Figure 1. Cells coloured by class.
(2 px per um)
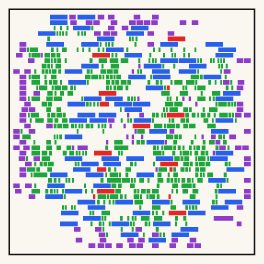
Figure 2. M3 wires.
(3 px per um) Cells faint in the background.
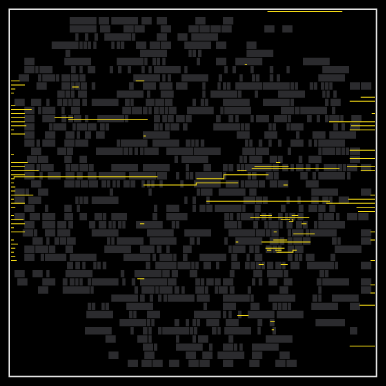
Design sub2_stage, sky130hd; sources not shown.
==> impl_metrics.csv <==
group,metric,value,unit
setup_path,crit_path_end_kind,"primary output",
floorplan,initCoreUtil,36.1,%
drt,via_per_inst,4.89,
power,ir_worst_vdd,0.000296,V
synth,synth_area,5030,um^2
global_routing,grt.total_usage,18.2,%
synth,ys_types,53,
synth,ff_type,"dfrtp_1",
placed_design,portBuffers,102,
setup_path,cpMaxStageDelayCell,"clkdlybuf4s50_1",
floorplan,fp-row-count,43,
setup_path,arrival,2.09,ns
drt,dr.pass1.iters,4,
drt,top_layer,"met4",
setup_path,crit_chain,"clkdlybuf4s50_1 -> nor2b_1 -> buf_4 -> nand2_4 -> buf_8 -> and2_1 -> clkdlybuf4s15_1",
final_timing,tightest_slew,0.612,ns
drt,dr_wl_met2,6080,um
finish,drive_above_1_share,4.49,%
power,pwr_density_cell,595,nW/um^2
setup_path,required,2.20,ns
synth,synth-edff-count,0,
drt,met3_wirelength,571,um
synth,postSynthSeqShare,41.8,%
global_routing,antenna_found_initial,0,
clock_tree,clockBufferDepth,2,
setup_path,path_buffers,4,
power,leakage,0.00313,uW
floorplan,die_w,122,um
final_timing,max_slew_margin,59.2,%
synth,fp_nets,710,
power,power,3940,uW
synth,yosys-stat-area,5030,um^2
finish,stdcell_area,6620,um^2
final_timing,fin_crit,3.09,ns
setup_path,start_kind,"primary input",
clock_tree,cts_tree,"built",
drt,wl_met1,5700,um
setup_path,rr_worst_depth,10,
global_routing,gr-total-overflow,0,
setup_path,rrSetupSlack,0.31,ns
synth,avgSynthCellArea,8.48,um^2
clock_tree,cts_buffers,9,
final_timing,holdWs,0.178,ns
synth,ys.flops,84,
placed_design,dp_hpwl,9910,um
setup_path,worst_path_largest_cell_delay,0.41,ns
clock_tree,hold_buffers,0,
drt,drc,0,
final_timing,fmax,323,MHz
global_routing,first_global_vias,4393,
clock_tree,clock_latency,0.34,ns
synth,ys_warn_count,0,
status,outcome,"completed",
clock_tree,clk_pin_slew,0.06,ns
finish,largest_register_ff_count,32,
finish,n_antenna_cell,0,
setup_path,path_class,"in -> out",
floorplan,die_y,122,um
drt,final_antenna_net_count,0,
global_routing,grt_pass1_wl,20700,um
clock_tree,clock_sinks,84,
floorplan,ios,103,
drt,avgRoutedWirePerCell,14.2,um
setup_path,critPathMaxFanout,10,
setup_path,path_depth,7,
synth,postSynthCellCount,593,
clock_tree,cts_root_buf,"clkbuf_16",
setup_path,critPathTopFamily,"buffers and inverters",
finish,finalNetCount,826,
final_timing,drv_slew,0,
floorplan,chipArea,14900,um^2
clock_tree,htreeDepth,3,
final_timing,finalSetupViolCount,0,
drt,drtIter0Drc,213,
placed_design,postPlaceCellArea,6300,um^2
global_routing,grt_max_degree,60,
flow_run,max_cap_viol_count,0,
synth,ys_cells,593,
finish,area_delta_synth_final,31.6,%
synth,async_flop_share,100,%
flow_run,warnings,27,
final_timing,fin_crit_sh,96.6,%
final_timing,finalHoldViolations,0,
worst_hold_path,hold_path.class,"in -> async",
final_timing,rsz0062_at_grt,"no",
About Figure 1:
[green] all other logic | cells: 485 | share of their area: 45%
[blue] flip-flops | cells: 84 | share of their area: 33%
[purple] other buffers and delay cells | cells: 129 | share of their area: 18%
[red] clock drivers and dummy loads | cells: 15 | share of their area: 4.2%
post-layout util: 47.5%
core area: 13900 um^2

About Figure 2:
share of all routed wire: 4.5%
nets with wire on the layer: 81
wire length on this layer: 571 um
routed via count: 4364
met3 usage: 2.72%
Total Wirelength: 12700 um

[worst reg2reg max path: cells and delay by family (launching register included)]
kind                       cells  cell delay [ns]
AOI/OAI and AO/OA              5             1.10
adders and majority gates      2             0.76
DFF                            1             0.35
xor gates and xnor gates       1             0.23
buffers and inverters          2             0.13
[layout make-up]
| class | count | area (um^2) |
|---|---|---|
| Fill cell | 1393 | 7320 |
| Multi-Input combinational cell | 415 | 2590 |
| Sequential cell | 84 | 2100 |
| Timing Repair Buffer | 106 | 1070 |
| Inverter | 70 | 263 |
| Clock buffer | 13 | 260 |
| Tap cell | 180 | 225 |
| Buffer | 23 | 101 |
| Clock inverter | 2 | 10.0 |
[stage by stage]
step           setup slack [ns]  setup TNS [ns]  cells
2_1_floorplan             0.417               0    593
3_3_place_gp              -2.87         -172.58    875
3_5_place_dp              -1.06           -1.77    876
4_1_cts                0.000364               0    891
5_1_grt                  0.0413               0    893
6_report                  0.108               0    893
[what timing repair did]
action,CTS,global route
resized,8,4
pin swaps,1,0
buffers inserted,1,2
setup endpoints to repair,1,2
[synth_stat cells, drive strengths merged, types with 3 or more instances]
cell type	instances	area, um^2
nand4	4	25.0
a211oi	4	30.0
a21o	6	45.0
ha	46	576
nand3	5	25.0
buf	4	15.0
dfrtp	84	2100
a31oi	6	37.5
xor2	7	61.3
o31ai	5	42.5
a21oi	39	199
o21a	9	67.6
fa	3	60.1
clkbuf	20	75.1
and2	3	18.8
xnor2	18	158
o21ai	40	200
nor2	32	120
o311a	3	31.3
nor3	5	25.0
nor2b	5	31.3
nand2	136	510
nand2b	7	43.8
inv	70	263
[cells by family (layout without fill, tap and decap cells)]
| group | after synthesis | after routing | synth area share (%) |
|---|---|---|---|
| AND/OR/NAND/NOR | 208 | 208 | 17.4 |
| multiplexers | 1 | 1 | 0.224 |
| adder cells (fa/ha/maj) | 49 | 49 | 12.6 |
| XOR/XNOR | 25 | 25 | 4.35 |
| buffers and inverters | 94 | 214 | 7.01 |
| AND-OR/OR-AND | 132 | 132 | 16.6 |
| flip-flops | 84 | 84 | 41.8 |
[power by group]
group | switching [uW] | internal [uW] | total, uW
Clock | 409 | 562 | 971
Sequential | 138 | 1300 | 1440
Combinational | 738 | 785 | 1520
[metal layers]
metal | track usage [%] | vias to the layer above
li1 | - | 2190
met1 | 22.7 | 2038
met2 | 30.9 | 115
met3 | 2.72 | 21
met4 | 8.33 | 0
met5 | 0 | -
[cells in the final DEF, fill, tap and decap left out, drive strengths merged, types with 2 or more instances in the layout]
master and instances:
dfrtp 84, a21boi 2, nor2b 5, clkinv 2
a31oi 6, o21a 9, o21bai 2, inv 70
nand3 5, or2 2, fa 3, nor2 32
a41oi 2, a21oi 39, o21ai 40, buf 11
xnor2 18, nand2b 7, or3 2, o31ai 5
clkbuf 30, nand4 4, xor2 7, nand2 136
and2 3, o311a 3, a21o 6, nor4 2
ha 46, nor3 5, clkdlybuf4s50 100, a211oi 4
and3 2
Power is estimated from default activity; no workload was simulated.
